==> config.mk <==
export PLATFORM = sky130hd
export DESIGN_NAME = multicycle_control_unit
export DESIGN_NICKNAME = d
export VERILOG_FILES = /design/src/rtl/riscv_ctrl_pkg.sv /design/src/rtl/mc_alu_decoder.sv /design/src/rtl/multicycle_control_unit.sv
export SDC_FILE = /design/constraint.sdc
export NUM_CORES = 1
export LEC_CHECK = 0
export ABC_AREA = 1
export CORE_UTILIZATION = 40
export DETAILED_ROUTE_END_ITERATION = 7
export MAX_ROUTING_LAYER = met4
export PLACE_DENSITY = 0.9
export SETUP_SLACK_MARGIN = 0.4
export SYNTH_ARGS = -nofsm -noshare
export SYNTH_HDL_FRONTEND = slang
export SYNTH_HIERARCHICAL = 1
export SYNTH_SLANG_ARGS = --single-unit
==> constraint.sdc <==
create_clock -name clk -period 2.22 [get_ports clk]
set_input_delay 0.444 -clock clk [delete_from_list [all_inputs] [get_ports clk]]
set_output_delay 0.444 -clock clk [all_outputs]
set_load 0.005 [all_outputs]
==> src/rtl/riscv_ctrl_pkg.sv <==
// Shared types and encodings for the multi-cycle RV32I controller:
// FSM states, opcodes, ALUControl codes and datapath select encodings.
package riscv_ctrl_pkg;

  typedef enum logic [3:0] {
    S_FETCH,
    S_DECODE,
    S_MEMADR,
    S_MEMREAD,
    S_MEMWB,
    S_MEMWRITE,
    S_EXECR,
    S_EXECI,
    S_ALUWB,
    S_BRANCH,
    S_JALR,
    S_JAL,
    S_LUI,
    S_ERROR
  } state_t;

  typedef enum logic [1:0] {
    ALUOP_ADD,
    ALUOP_BRANCH,
    ALUOP_FUNCT
  } alu_op_t;

  localparam logic [6:0] OP_LOAD   = 7'b0000011;
  localparam logic [6:0] OP_STORE  = 7'b0100011;
  localparam logic [6:0] OP_RTYPE  = 7'b0110011;
  localparam logic [6:0] OP_ITYPE  = 7'b0010011;
  localparam logic [6:0] OP_BRANCH = 7'b1100011;
  localparam logic [6:0] OP_JAL    = 7'b1101111;
  localparam logic [6:0] OP_JALR   = 7'b1100111;
  localparam logic [6:0] OP_LUI    = 7'b0110111;
  localparam logic [6:0] OP_AUIPC  = 7'b0010111;

  localparam logic [3:0] ALU_ADD  = 4'd0;
  localparam logic [3:0] ALU_SUB  = 4'd1;
  localparam logic [3:0] ALU_AND  = 4'd2;
  localparam logic [3:0] ALU_OR   = 4'd3;
  localparam logic [3:0] ALU_XOR  = 4'd4;
  localparam logic [3:0] ALU_SLT  = 4'd5;
  localparam logic [3:0] ALU_SLTU = 4'd6;
  localparam logic [3:0] ALU_SLL  = 4'd7;
  localparam logic [3:0] ALU_SRL  = 4'd8;
  localparam logic [3:0] ALU_SRA  = 4'd9;

  localparam logic [1:0] SRCA_PC    = 2'b00;
  localparam logic [1:0] SRCA_OLDPC = 2'b01;
  localparam logic [1:0] SRCA_RD1   = 2'b10;
  localparam logic [1:0] SRCA_ZERO  = 2'b11;

  localparam logic [1:0] SRCB_RD2  = 2'b00;
  localparam logic [1:0] SRCB_IMM  = 2'b01;
  localparam logic [1:0] SRCB_FOUR = 2'b10;

  localparam logic [1:0] RES_ALUOUT    = 2'b00;
  localparam logic [1:0] RES_DATA      = 2'b01;
  localparam logic [1:0] RES_ALURESULT = 2'b10;

  localparam logic [2:0] IMM_I = 3'b000;
  localparam logic [2:0] IMM_S = 3'b001;
  localparam logic [2:0] IMM_B = 3'b010;
  localparam logic [2:0] IMM_J = 3'b011;
  localparam logic [2:0] IMM_U = 3'b100;

  // Immediate format depends only on the opcode, so it is valid in every state.
  function automatic logic [2:0] imm_src_of(input logic [6:0] op);
    case (op)
      OP_STORE:          return IMM_S;
      OP_BRANCH:         return IMM_B;
      OP_JAL:            return IMM_J;
      OP_LUI, OP_AUIPC:  return IMM_U;
      default:           return IMM_I;
    endcase
  endfunction

endpackage

==> src/rtl/mc_alu_decoder.sv <==
// Combinational ALU decoder: maps ALUOp plus funct fields to ALUControl.
// Serves both the execute states and the branch compare select.
module mc_alu_decoder
  import riscv_ctrl_pkg::*;
#(
  parameter int ALUCTRL_W = 4
) (
  input  alu_op_t              alu_op,
  input  logic                 op5,
  input  logic [2:0]           funct3,
  input  logic                 funct7,
  output logic [ALUCTRL_W-1:0] alu_control
);

  logic [3:0] ctrl;

  always_comb begin
    ctrl = ALU_ADD;
    case (alu_op)
      ALUOP_BRANCH: begin
        case (funct3[2:1])
          2'b10:   ctrl = ALU_SLT;
          2'b11:   ctrl = ALU_SLTU;
          default: ctrl = ALU_SUB;
        endcase
      end
      ALUOP_FUNCT: begin
        case (funct3)
          3'b000:  ctrl = (op5 && funct7) ? ALU_SUB : ALU_ADD;
          3'b001:  ctrl = ALU_SLL;
          3'b010:  ctrl = ALU_SLT;
          3'b011:  ctrl = ALU_SLTU;
          3'b100:  ctrl = ALU_XOR;
          3'b101:  ctrl = funct7 ? ALU_SRA : ALU_SRL;
          3'b110:  ctrl = ALU_OR;
          default: ctrl = ALU_AND;
        endcase
      end
      default: ctrl = ALU_ADD;
    endcase
  end

  assign alu_control = ALUCTRL_W'(ctrl);

endmodule

==> src/rtl/multicycle_control_unit.sv <==
// Moore-style multi-cycle RV32I controller: sequences each instruction over
// 3-5 cycles on a shared memory and stalls on the memory ready handshake.
module multicycle_control_unit
  import riscv_ctrl_pkg::*;
#(
  parameter int ALUCTRL_W    = 4,
  parameter bit MEM_WAIT_EN  = 1'b1,
  parameter bit ILLEGAL_TRAP = 1'b1
) (
  input  logic                 clk,
  input  logic                 rst_n,
  input  logic [6:0]           op,
  input  logic [2:0]           funct3,
  input  logic                 funct7,
  input  logic                 Zero,
  input  logic                 mem_ready,
  output logic                 PCWrite,
  output logic                 IRWrite,
  output logic                 RegWrite,
  output logic                 MemWrite,
  output logic                 AdrSrc,
  output logic [1:0]           ResultSrc,
  output logic [1:0]           ALUSrcA,
  output logic [1:0]           ALUSrcB,
  output logic [2:0]           ImmSrc,
  output logic [ALUCTRL_W-1:0] ALUControl,
  output logic                 instr_done,
  output logic                 illegal_instr
);

  state_t  state, state_next, decode_target;
  alu_op_t alu_op;
  logic    ready, taken, illegal_op;
  logic    pc_write, ir_write, reg_write, mem_write, done, illegal;

  assign ready = MEM_WAIT_EN ? mem_ready : 1'b1;
  // beq/bge/bgeu are taken on Zero; bne/blt/bltu on !Zero.
  assign taken = (funct3[2] ^ funct3[0]) ? ~Zero : Zero;

  always_comb begin
    decode_target = S_FETCH;
    illegal_op    = 1'b0;
    case (op)
      OP_LOAD, OP_STORE: decode_target = S_MEMADR;
      OP_RTYPE:          decode_target = S_EXECR;
      OP_ITYPE:          decode_target = S_EXECI;
      OP_BRANCH: begin
        if (funct3[2:1] == 2'b01) illegal_op = 1'b1;
        else                      decode_target = S_BRANCH;
      end
      OP_JAL:            decode_target = S_JAL;
      OP_JALR:           decode_target = S_JALR;
      OP_LUI:            decode_target = S_LUI;
      OP_AUIPC:          decode_target = S_ALUWB;
      default:           illegal_op = 1'b1;
    endcase
    if (illegal_op) decode_target = ILLEGAL_TRAP ? S_ERROR : S_FETCH;
  end

  always_ff @(posedge clk or negedge rst_n) begin
    if (!rst_n) state <= S_FETCH;
    else        state <= state_next;
  end

  always_comb begin
    state_next = state;
    pc_write   = 1'b0;
    ir_write   = 1'b0;
    reg_write  = 1'b0;
    mem_write  = 1'b0;
    done       = 1'b0;
    illegal    = 1'b0;
    AdrSrc     = 1'b0;
    ResultSrc  = RES_ALUOUT;
    ALUSrcA    = SRCA_PC;
    ALUSrcB    = SRCB_RD2;
    alu_op     = ALUOP_ADD;
    case (state)
      S_FETCH: begin
        ALUSrcB   = SRCB_FOUR;
        ResultSrc = RES_ALURESULT;
        pc_write  = ready;
        ir_write  = ready;
        if (ready) state_next = S_DECODE;
      end
      S_DECODE: begin
        ALUSrcA    = SRCA_OLDPC;
        ALUSrcB    = SRCB_IMM;
        state_next = decode_target;
        if (illegal_op && !ILLEGAL_TRAP) begin
          done    = 1'b1;
          illegal = 1'b1;
        end
      end
      S_MEMADR: begin
        ALUSrcA    = SRCA_RD1;
        ALUSrcB    = SRCB_IMM;
        state_next = op[5] ? S_MEMWRITE : S_MEMREAD;
      end
      S_MEMREAD: begin
        AdrSrc = 1'b1;
        if (ready) state_next = S_MEMWB;
      end
      S_MEMWB: begin
        ResultSrc  = RES_DATA;
        reg_write  = 1'b1;
        done       = 1'b1;
        state_next = S_FETCH;
      end
      S_MEMWRITE: begin
        AdrSrc    = 1'b1;
        mem_write = 1'b1;
        if (ready) begin
          done       = 1'b1;
          state_next = S_FETCH;
        end
      end
      S_EXECR: begin
        ALUSrcA    = SRCA_RD1;
        alu_op     = ALUOP_FUNCT;
        state_next = S_ALUWB;
      end
      S_EXECI: begin
        ALUSrcA    = SRCA_RD1;
        ALUSrcB    = SRCB_IMM;
        alu_op     = ALUOP_FUNCT;
        state_next = S_ALUWB;
      end
      S_ALUWB: begin
        reg_write  = 1'b1;
        done       = 1'b1;
        state_next = S_FETCH;
      end
      S_BRANCH: begin
        ALUSrcA    = SRCA_RD1;
        alu_op     = ALUOP_BRANCH;
        pc_write   = taken;
        done       = 1'b1;
        state_next = S_FETCH;
      end
      S_JALR: begin
        ALUSrcA    = SRCA_RD1;
        ALUSrcB    = SRCB_IMM;
        state_next = S_JAL;
      end
      // Jumps to the target held in ALUOut while computing the link value.
      S_JAL: begin
        ALUSrcA    = SRCA_OLDPC;
        ALUSrcB    = SRCB_FOUR;
        pc_write   = 1'b1;
        state_next = S_ALUWB;
      end
      S_LUI: begin
        ALUSrcA    = SRCA_ZERO;
        ALUSrcB    = SRCB_IMM;
        state_next = S_ALUWB;
      end
      S_ERROR: illegal = 1'b1;
      default: state_next = S_FETCH;
    endcase
  end

  mc_alu_decoder #(.ALUCTRL_W(ALUCTRL_W)) u_alu_decoder (
    .alu_op      (alu_op),
    .op5         (op[5]),
    .funct3      (funct3),
    .funct7      (funct7),
    .alu_control (ALUControl)
  );

  // Reset must suppress strobes immediately, even mid-stall.
  assign PCWrite       = pc_write  & rst_n;
  assign IRWrite       = ir_write  & rst_n;
  assign RegWrite      = reg_write & rst_n;
  assign MemWrite      = mem_write & rst_n;
  assign instr_done    = done      & rst_n;
  assign illegal_instr = illegal   & rst_n;
  assign ImmSrc        = imm_src_of(op);

endmodule

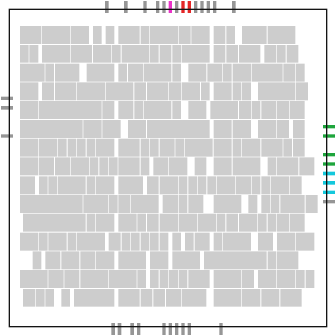
*Ports around the boundary*
Pins as bars across the die edge, other pins in grey.
Cyan shows funct3, pins 3, direction input, edge right. Magenta shows RegWrite, pins 1, direction output, edge top. Red shows ALUSrcA, pins 2, direction output, edge top. Green shows ALUControl, pins 4, direction output, edge right.

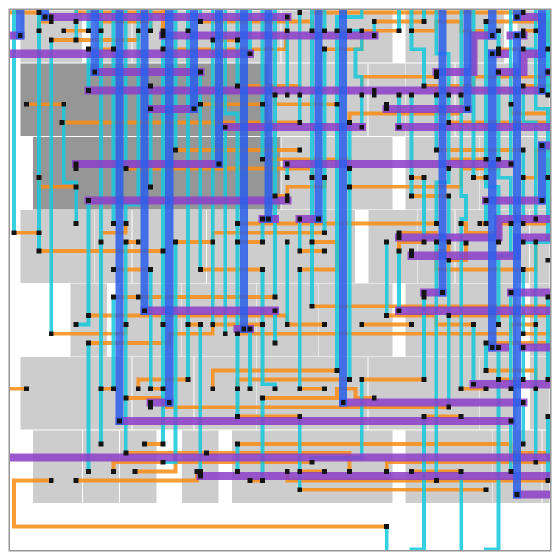
*Zoomed window*
Region (1, 1) to (21, 21) um. Cells in grey, sequential cells in the stronger grey; small squares are vias.
Purple shows M3. Orange shows M1. Cyan shows M2. Blue shows M4.
49 logic cells have their middle in the window. Most frequent: nand2_1 (7), inv_2 (5), buf_4 (5). Netlist names of flops here include state (2). Sequential cells in the window: 2.

==> reports/results.tsv <==
metric	value	unit
outcome	finished clean	
final_cells	256	
dp_cells	237	
endpoint_kind	output port	
drt-pass1-iter-count	7	
crit_buf_inv	2	
placed_cell_area	1360	um^2
cts_resized	110	
max_freq	455	MHz
cts_tree	yes	
grt_pass1_vias	1419	
synthSimpleGateAreaFrac	50.7	%
top_usage_layer	met2	
largest_register_ff_count	4	
edf_count	0	
p_leak	0.859	nW
fin_crit_sh	98.9	%
cts.sinks	4	
cts-htree-levels	1	
finalPower	0.00146	W
io_pins	35	
layout.filler_cells	70	
drtIter0Drc	221	
port-buffer-count	34	
synth_async_sr_flop_share	100	%
fp_util	43.5	%
xor_share	1.14	%
post_cts_buffers	10	
synth_area	767	um^2
worstSkewPairLatency	0.22	ns
slowest_stage	dfrtp_1	
yosys.cell_types.count	27	
cp_cell_sequence	buf_4 > nand2_2 > nor2_4 > ha_4 > o21ai_0 > a221oi_2 > buf_2	
dieWidth	45.8	um
gr-usage-met1	41.8	%
ir_drop	0.750	mV
grtUsageMet3	3.97	%
syn_area_per_cell	5.18	um^2
ys_sh_mux	0	%
worstPathRequired	1.78	ns
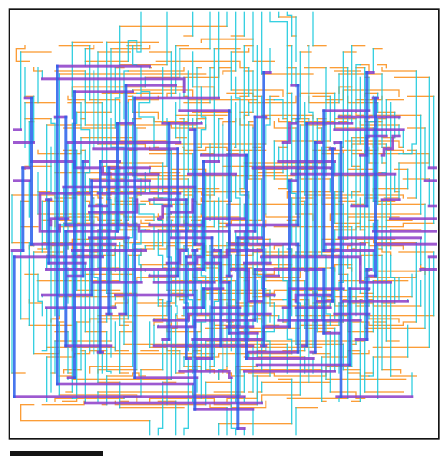
*Metal layers overlaid*
The bar under the picture is 10 um long.
Blue shows M4, wire length 695 um. Purple shows M3, wire length 729 um. Orange shows M1, wire length 1690 um. Cyan shows M2, wire length 2280 um.

## report_power, final
group | switching, W | internal, W
combinational | 0.000713 | 0.000541
sequential | 0.0000248 | 0.000100
clock | 0.0000243 | 0.0000601
## placed cells by master, fill, tap and decap left out, drive strengths merged
cell / instances
xnor2: 1
o2111ai: 1
clkdlybuf4s50: 4
ha: 2
o21ai: 5
nor3: 2
a31oi: 2
nand3: 12
nand2: 48
buf: 56
dfrtp: 4
clkdlybuf4s15: 7
clkbuf: 9
o221ai: 1
a211oi: 1
a221oi: 1
nand4: 2
o41ai: 1
or2: 2
o211ai: 2
a21oi: 2
dlygate4sd2: 8
inv: 31
nor2: 27
## synthesized netlist by cell type, types with 3 or more instances
cell type / count / share of area [%]
nand2_2: 3 / 2.4
nor2_1: 25 / 12
inv_2: 4 / 2.0
dfrtp_1: 4 / 13
nand3_1: 12 / 7.8
nand2_1: 45 / 22
inv_1: 27 / 13
## cell families (layout without fill, tap and decap cells)
family / after synthesis / after routing
simple gates: 93 / 93
buf+inv: 32 / 115
compound gates: 16 / 16
flops: 4 / 4
fa+ha+maj: 2 / 2
xor+xnor: 1 / 1
## final timing paths
| kind | start | slack [ns] | end | cells after the start |
|---|---|---|---|---|
| hold reg to reg | state[2] | 0.71 | state[2] | 3 |
| hold / removal | rst_n | 0.54 | state[0] | 2 |
| setup reg to reg | state[2] | 0.63 | state[2] | 11 |
| setup / recovery | state[2] | 0.02 | ALUControl[1] | 7 |
| min in group clk | state[2] | 0.71 | state[2] | 3 |
| max in group asynchronous | rst_n | 1.57 | state[3] | 2 |
## through the flow
stage / utilization, % / setup WS (ns)
floorplan: - / 0.415
global placement: 77.2 / -0.273
detailed placement: 77.2 / -0.317
CTS: 87.8 / 0.118
global route: 92.6 / -0.00772
finish: 92.6 / 0.0244
Power is estimated from default activity; no workload was simulated.
